File: src/rtl/dm_cache_pkg.sv
// Shared types for the direct-mapped L1 cache.
//   S_OFFSET / S_INDEX / S_TAG : address split (32 B lines, 8 sets, 24-bit tag)
//   tag_t, index_t, offset_t   : address field types
//   line_t                     : one 256-bit cache line
//   cache_state_t              : controller states
//   expand_be()                : word byte-enable -> per-byte line write mask
package cache_types;

  localparam int S_OFFSET   = 5;
  localparam int S_INDEX    = 3;
  localparam int S_TAG      = 32 - S_INDEX - S_OFFSET;
  localparam int LINE_BYTES = 1 << S_OFFSET;
  localparam int LINE_W     = 8 * LINE_BYTES;

  typedef logic [S_TAG-1:0]    tag_t;
  typedef logic [S_INDEX-1:0]  index_t;
  typedef logic [S_OFFSET-1:0] offset_t;
  typedef logic [LINE_W-1:0]   line_t;

  typedef enum logic [1:0] {
    CHECK,
    WRITEBACK,
    FILL
  } cache_state_t;

  // Place the 4 CPU byte lanes at the selected word within the line.
  function automatic logic [LINE_BYTES-1:0] expand_be(input logic [2:0] word,
                                                      input logic [3:0] be);
    expand_be = LINE_BYTES'(be) << {word, 2'b00};
  endfunction

endpackage

File: src/rtl/dm_cache_if.sv
// Bus interfaces around the cache.
//   cpu_mem_if : CPU word port. master = CPU, slave = cache.
//                mem_address/mem_read/mem_write/mem_byte_enable/mem_wdata -> cache,
//                mem_rdata/mem_resp -> CPU.
//   pmem_if    : physical-memory line port. master = cache, slave = memory.
//                pmem_address/pmem_read/pmem_write/pmem_wdata -> memory,
//                pmem_rdata/pmem_resp -> cache.
interface cpu_mem_if;
  logic [31:0] mem_address;
  logic        mem_read;
  logic        mem_write;
  logic [3:0]  mem_byte_enable;
  logic [31:0] mem_wdata;
  logic [31:0] mem_rdata;
  logic        mem_resp;

  modport master (output mem_address, mem_read, mem_write, mem_byte_enable, mem_wdata,
                  input  mem_rdata, mem_resp);
  modport slave  (input  mem_address, mem_read, mem_write, mem_byte_enable, mem_wdata,
                  output mem_rdata, mem_resp);
endinterface

interface pmem_if;
  logic [31:0]  pmem_address;
  logic         pmem_read;
  logic         pmem_write;
  logic [255:0] pmem_wdata;
  logic [255:0] pmem_rdata;
  logic         pmem_resp;

  modport master (output pmem_address, pmem_read, pmem_write, pmem_wdata,
                  input  pmem_rdata, pmem_resp);
  modport slave  (input  pmem_address, pmem_read, pmem_write, pmem_wdata,
                  output pmem_rdata, pmem_resp);
endinterface

File: src/rtl/dm_cache_array.sv
// Storage for the direct-mapped cache: valid/dirty bits (async reset),
// tag and data arrays (no reset). One set is addressed at a time.
//   clk, rst_n          : clock, async active-low reset (valid/dirty only)
//   idx                 : set being read/written
//   valid, dirty, tag, line : read-out of set idx (combinational)
//   wr_en, byte_we, wr_line : CPU write hit; byte_we selects line bytes, marks set dirty
//   load_en, load_tag, load_line : line fill; installs tag/data, valid=1, dirty=0
module cache_array
  import cache_types::*;
(
  input  logic                  clk,
  input  logic                  rst_n,
  input  index_t                idx,
  output logic                  valid,
  output logic                  dirty,
  output tag_t                  tag,
  output line_t                 line,
  input  logic                  wr_en,
  input  logic [LINE_BYTES-1:0] byte_we,
  input  line_t                 wr_line,
  input  logic                  load_en,
  input  tag_t                  load_tag,
  input  line_t                 load_line
);

  localparam int SETS = 1 << S_INDEX;

  logic [SETS-1:0] valid_q;
  logic [SETS-1:0] dirty_q;
  tag_t            tag_mem  [SETS];
  line_t           data_mem [SETS];

  assign valid = valid_q[idx];
  assign dirty = dirty_q[idx];
  assign tag   = tag_mem[idx];
  assign line  = data_mem[idx];

  always_ff @(posedge clk or negedge rst_n) begin
    if (!rst_n) begin
      valid_q <= '0;
      dirty_q <= '0;
    end else if (load_en) begin
      valid_q[idx] <= 1'b1;
      dirty_q[idx] <= 1'b0;
    end else if (wr_en) begin
      // A write hit dirties the line even when no byte lane is enabled.
      dirty_q[idx] <= 1'b1;
    end
  end

  always_ff @(posedge clk) begin
    if (load_en) begin
      tag_mem[idx]  <= load_tag;
      data_mem[idx] <= load_line;
    end else begin
      for (int b = 0; b < LINE_BYTES; b++) begin
        if (byte_we[b]) data_mem[idx][b*8 +: 8] <= wr_line[b*8 +: 8];
      end
    end
  end

endmodule

File: src/rtl/dm_cache.sv
// Direct-mapped, write-back, write-allocate L1 cache between the multicycle
// CPU and physical memory. Hits answer in the request cycle; misses write back
// a dirty victim line if needed, fill the line, then hit on return to CHECK.
//   clk   : clock
//   rst_n : async active-low reset (state, valid/dirty, pmem requests)
//   cpu   : cpu_mem_if.slave  -- CPU word requests, mem_rdata/mem_resp
//   pmem  : pmem_if.master    -- whole-line reads/writes to memory
module dm_cache
  import cache_types::*;
(
  input  logic       clk,
  input  logic       rst_n,
  cpu_mem_if.slave   cpu,
  pmem_if.master     pmem
);

  cache_state_t state_q;
  logic         pmem_read_q;
  logic         pmem_write_q;

  logic         req;
  logic         is_write;
  logic         hit;
  index_t       idx;
  tag_t         req_tag;
  logic [2:0]   word;

  logic         valid_r;
  logic         dirty_r;
  tag_t         tag_r;
  line_t        line_r;

  logic                  wr_en;
  logic [LINE_BYTES-1:0] byte_we;
  logic                  load_en;
  logic [31:0]           pmem_addr;
  logic                  unused_addr;

  assign req         = cpu.mem_read | cpu.mem_write;
  assign is_write    = cpu.mem_write;  // read+write together acts as a write
  assign idx         = cpu.mem_address[S_OFFSET +: S_INDEX];
  assign req_tag     = cpu.mem_address[31 -: S_TAG];
  assign word        = cpu.mem_address[4:2];
  assign unused_addr = ^cpu.mem_address[1:0];

  assign hit = req && valid_r && (tag_r == req_tag);

  assign wr_en   = (state_q == CHECK) && hit && is_write;
  assign byte_we = wr_en ? expand_be(word, cpu.mem_byte_enable) : '0;
  assign load_en = (state_q == FILL) && pmem.pmem_resp;

  cache_array u_array (
    .clk       (clk),
    .rst_n     (rst_n),
    .idx       (idx),
    .valid     (valid_r),
    .dirty     (dirty_r),
    .tag       (tag_r),
    .line      (line_r),
    .wr_en     (wr_en),
    .byte_we   (byte_we),
    .wr_line   ({(LINE_BYTES/4){cpu.mem_wdata}}),
    .load_en   (load_en),
    .load_tag  (req_tag),
    .load_line (pmem.pmem_rdata)
  );

  // Response is combinational so a hit costs no extra cycle.
  assign cpu.mem_resp  = (state_q == CHECK) && hit;
  assign cpu.mem_rdata = line_r[{word, 5'b00000} +: 32];

  always_comb begin
    pmem_addr = '0;
    case (state_q)
      WRITEBACK: pmem_addr = {tag_r, idx, {S_OFFSET{1'b0}}};
      FILL:      pmem_addr = {cpu.mem_address[31:S_OFFSET], {S_OFFSET{1'b0}}};
      default:   pmem_addr = '0;
    endcase
  end

  assign pmem.pmem_address = pmem_addr;
  assign pmem.pmem_wdata   = line_r;
  assign pmem.pmem_read    = pmem_read_q;
  assign pmem.pmem_write   = pmem_write_q;

  // pmem_read/pmem_write are registered with the state so reset drops them at once.
  always_ff @(posedge clk or negedge rst_n) begin
    if (!rst_n) begin
      state_q      <= CHECK;
      pmem_read_q  <= 1'b0;
      pmem_write_q <= 1'b0;
    end else begin
      case (state_q)
        CHECK: begin
          if (req && !hit) begin
            if (dirty_r) begin
              state_q      <= WRITEBACK;
              pmem_write_q <= 1'b1;
            end else begin
              state_q     <= FILL;
              pmem_read_q <= 1'b1;
            end
          end
        end
        WRITEBACK: begin
          if (pmem.pmem_resp) begin
            state_q      <= FILL;
            pmem_write_q <= 1'b0;
            pmem_read_q  <= 1'b1;
          end
        end
        FILL: begin
          // Completes even if the CPU withdrew its request meanwhile.
          if (pmem.pmem_resp) begin
            state_q     <= CHECK;
            pmem_read_q <= 1'b0;
          end
        end
        default: begin
          state_q      <= CHECK;
          pmem_read_q  <= 1'b0;
          pmem_write_q <= 1'b0;
        end
      endcase
    end
  end

endmodule
File: src/flat_wrapper.sv
// flat-port wrapper written by rule: the top's interface ports become plain ports
module dm_cache_flat import cache_types::*;
  (clk, rst_n, cpu_mem_address, cpu_mem_read, cpu_mem_write, cpu_mem_byte_enable, cpu_mem_wdata, cpu_mem_rdata, cpu_mem_resp, pmem_pmem_address, pmem_pmem_read, pmem_pmem_write, pmem_pmem_wdata, pmem_pmem_rdata, pmem_pmem_resp);
  cpu_mem_if cpu_i ();
  pmem_if pmem_i ();
  input  logic clk;
  input  logic rst_n;
  input wire logic [$bits(cpu_i.mem_address)-1:0] cpu_mem_address;
  input wire logic [$bits(cpu_i.mem_read)-1:0] cpu_mem_read;
  input wire logic [$bits(cpu_i.mem_write)-1:0] cpu_mem_write;
  input wire logic [$bits(cpu_i.mem_byte_enable)-1:0] cpu_mem_byte_enable;
  input wire logic [$bits(cpu_i.mem_wdata)-1:0] cpu_mem_wdata;
  output wire logic [$bits(cpu_i.mem_rdata)-1:0] cpu_mem_rdata;
  output wire logic [$bits(cpu_i.mem_resp)-1:0] cpu_mem_resp;
  output wire logic [$bits(pmem_i.pmem_address)-1:0] pmem_pmem_address;
  output wire logic [$bits(pmem_i.pmem_read)-1:0] pmem_pmem_read;
  output wire logic [$bits(pmem_i.pmem_write)-1:0] pmem_pmem_write;
  output wire logic [$bits(pmem_i.pmem_wdata)-1:0] pmem_pmem_wdata;
  input wire logic [$bits(pmem_i.pmem_rdata)-1:0] pmem_pmem_rdata;
  input wire logic [$bits(pmem_i.pmem_resp)-1:0] pmem_pmem_resp;
  assign cpu_i.mem_address = cpu_mem_address;
  assign cpu_i.mem_read = cpu_mem_read;
  assign cpu_i.mem_write = cpu_mem_write;
  assign cpu_i.mem_byte_enable = cpu_mem_byte_enable;
  assign cpu_i.mem_wdata = cpu_mem_wdata;
  assign cpu_mem_rdata = cpu_i.mem_rdata;
  assign cpu_mem_resp = cpu_i.mem_resp;
  assign pmem_pmem_address = pmem_i.pmem_address;
  assign pmem_pmem_read = pmem_i.pmem_read;
  assign pmem_pmem_write = pmem_i.pmem_write;
  assign pmem_pmem_wdata = pmem_i.pmem_wdata;
  assign pmem_i.pmem_rdata = pmem_pmem_rdata;
  assign pmem_i.pmem_resp = pmem_pmem_resp;
  dm_cache u_core (.clk(clk), .rst_n(rst_n), .cpu(cpu_i), .pmem(pmem_i));
endmodule
File: config.mk
export PLATFORM = sky130hd
export DESIGN_NAME = dm_cache_flat
export DESIGN_NICKNAME = d
export VERILOG_FILES = /design/src/rtl/dm_cache_pkg.sv /design/src/rtl/dm_cache_if.sv /design/src/rtl/dm_cache_array.sv /design/src/rtl/dm_cache.sv /design/src/flat_wrapper.sv
export SDC_FILE = /design/constraint.sdc
export NUM_CORES = 2
export LEC_CHECK = 0
export CELL_PAD_IN_SITES_DETAIL_PLACEMENT = 1
export CELL_PAD_IN_SITES_GLOBAL_PLACEMENT = 1
export CORE_UTILIZATION = 30
export CTS_CLUSTER_DIAMETER = 50
export DETAILED_ROUTE_END_ITERATION = 8
export GPL_TIMING_DRIVEN = 0
export MAX_ROUTING_LAYER = met4
export PLACE_DENSITY_LB_ADDON = 0.1
export SLEW_MARGIN = 40
export SYNTH_ARGS = -nofsm -noshare
export SYNTH_HDL_FRONTEND = slang
export SYNTH_HIERARCHICAL = 1
export SYNTH_SLANG_ARGS = --single-unit
File: constraint.sdc
create_clock -name clk -period 4.1 [get_ports clk]
set_input_delay 0.82 -clock clk [delete_from_list [all_inputs] [get_ports clk]]
set_output_delay 0.82 -clock clk [all_outputs]
set_load 0.05 [all_outputs]
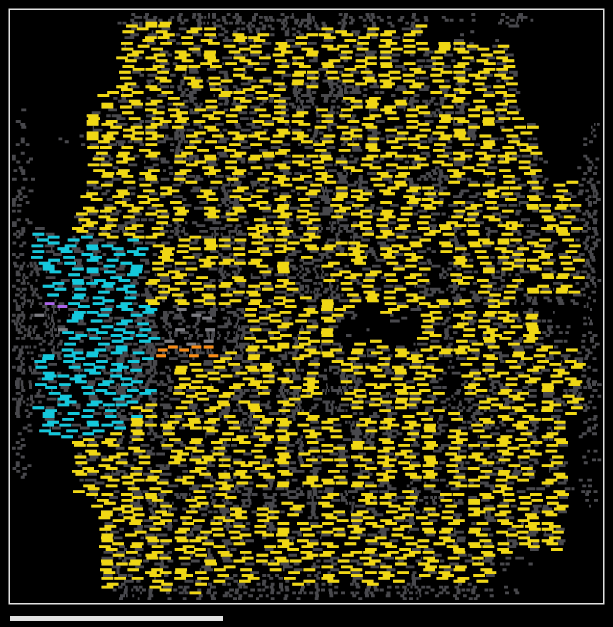
(images/flops_by_reg.png)
Scale bar: 200 µm. Other sequential cells in the stronger grey, the rest of the logic in the fainter grey.
`u_core/u_array/valid_q`: drawn in orange, flops 8. `u_core/u_array/data_mem`: drawn in yellow, flops 2048, where widely spread. `u_core/state_q`: drawn in purple, flops 2. `u_core/u_array/tag_mem`: drawn in cyan, flops 192, where west.
Seq power: 26.4 mW
Seq area share: 55.71%
post-layout util: 39.68%
Seq. cell area: 67770 µm²

==> flow_summary_export.csv <==
group,metric,value,unit
hold_path,hp-class,"input port to async pin",
worst_setup_path,slowest_stage,"mux4_2",
final_timing,setup_violations,548,
status,violations,"negative setup slack",
synthesis,ff_type,"edfxtp_1",
final_timing,rsz0062_at_grt,"yes",
global_routing,groute.usage.overall,24.11,%
clock_network,post_cts_buffers,47,
final_timing,finalHoldViolCount,0,
power,p_leak,40.27,nW
placed_design,hpwl,268500,µm
worst_setup_path,rr_worst_depth,10,
worst_setup_path,arrival,3.73,ns
status,status,"complete, but fails checks",
final_timing,timing.final.crit_share,111.0,%
cells_and_area,buffers,1065,
worst_setup_path,crit_buf_inv,5,
floorplan,chip_area,311100,µm²
worst_setup_path,rrSetupSlack,0.09,ns
synthesis,top_area_cell,"edfxtp_1",
power,pg_comb,9.19,mW
worst_setup_path,worstPathRequired,3.28,ns
clock_network,numCtsBuffers,303,
clock_network,clk_latency,0.90,ns
worst_setup_path,crit_fanout,11,
power,peakVddDrop,0.2812,mV
final_timing,relSlewSlack,29.63,%
final_timing,fin_ws,-0.4498,ns
cells_and_area,drive_gt1_share,44.41,%
worst_setup_path,critical_path_class,"input port to primary output",
detailed_routing,drt_iter0_drc,4755,
final_timing,drv_slew,0,
synthesis,yosysSeqAreaShare,73.14,%
cells_and_area,logic_gates,1720,
synthesis,top_cells_by_area,"edfxtp_1 (73%), mux4_2 (15%), mux2_2 (6.8%)",
power,powerClk,26.2,mW
global_routing,use_met3,3.850,%
global_routing,grt_util_met1,32.56,%
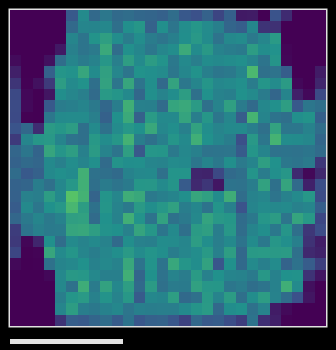
(images/cell_density.png)
Scale bar: 200 µm. 28 x 28 tiles, from dark purple (low) to yellow (high), 0 to 100% covered.
11% of the tiles are nearly empty. The mean over all tiles is 37%. The fullest tile reaches 72%.
total core area: 306600 µm²
Initial Util: 30.22%

sequential cells by signal (all words and copies together), names as in the netlist, named ones only:
signal,count
u_core/u_array/valid_q,8
u_core/u_array/tag_mem,192
u_core/pmem.pmem_read,1
u_core/u_array/data_mem,2048
u_core/state_q,2
u_core/pmem.pmem_write,1
cell usage after synthesis (4+ instances only):
cell type / instances
a21o_1: 5
dfrtp_1: 20
a2bb2oi_1: 4
inv_1: 8
a22oi_1: 24
and3_1: 33
xor2_1: 24
nand2_1: 5
buf_6: 67
buf_2: 35
mux2_4: 10
nor3_1: 6
clkbuf_1: 112
nand2b_1: 36
nor2b_1: 25
mux2_2: 560
nor2_1: 304
mux4_2: 628
and2_1: 5
buf_1: 48
edfxtp_1: 2240
buf_4: 5
No activity file was given, so power comes from the tool's default toggle rates.
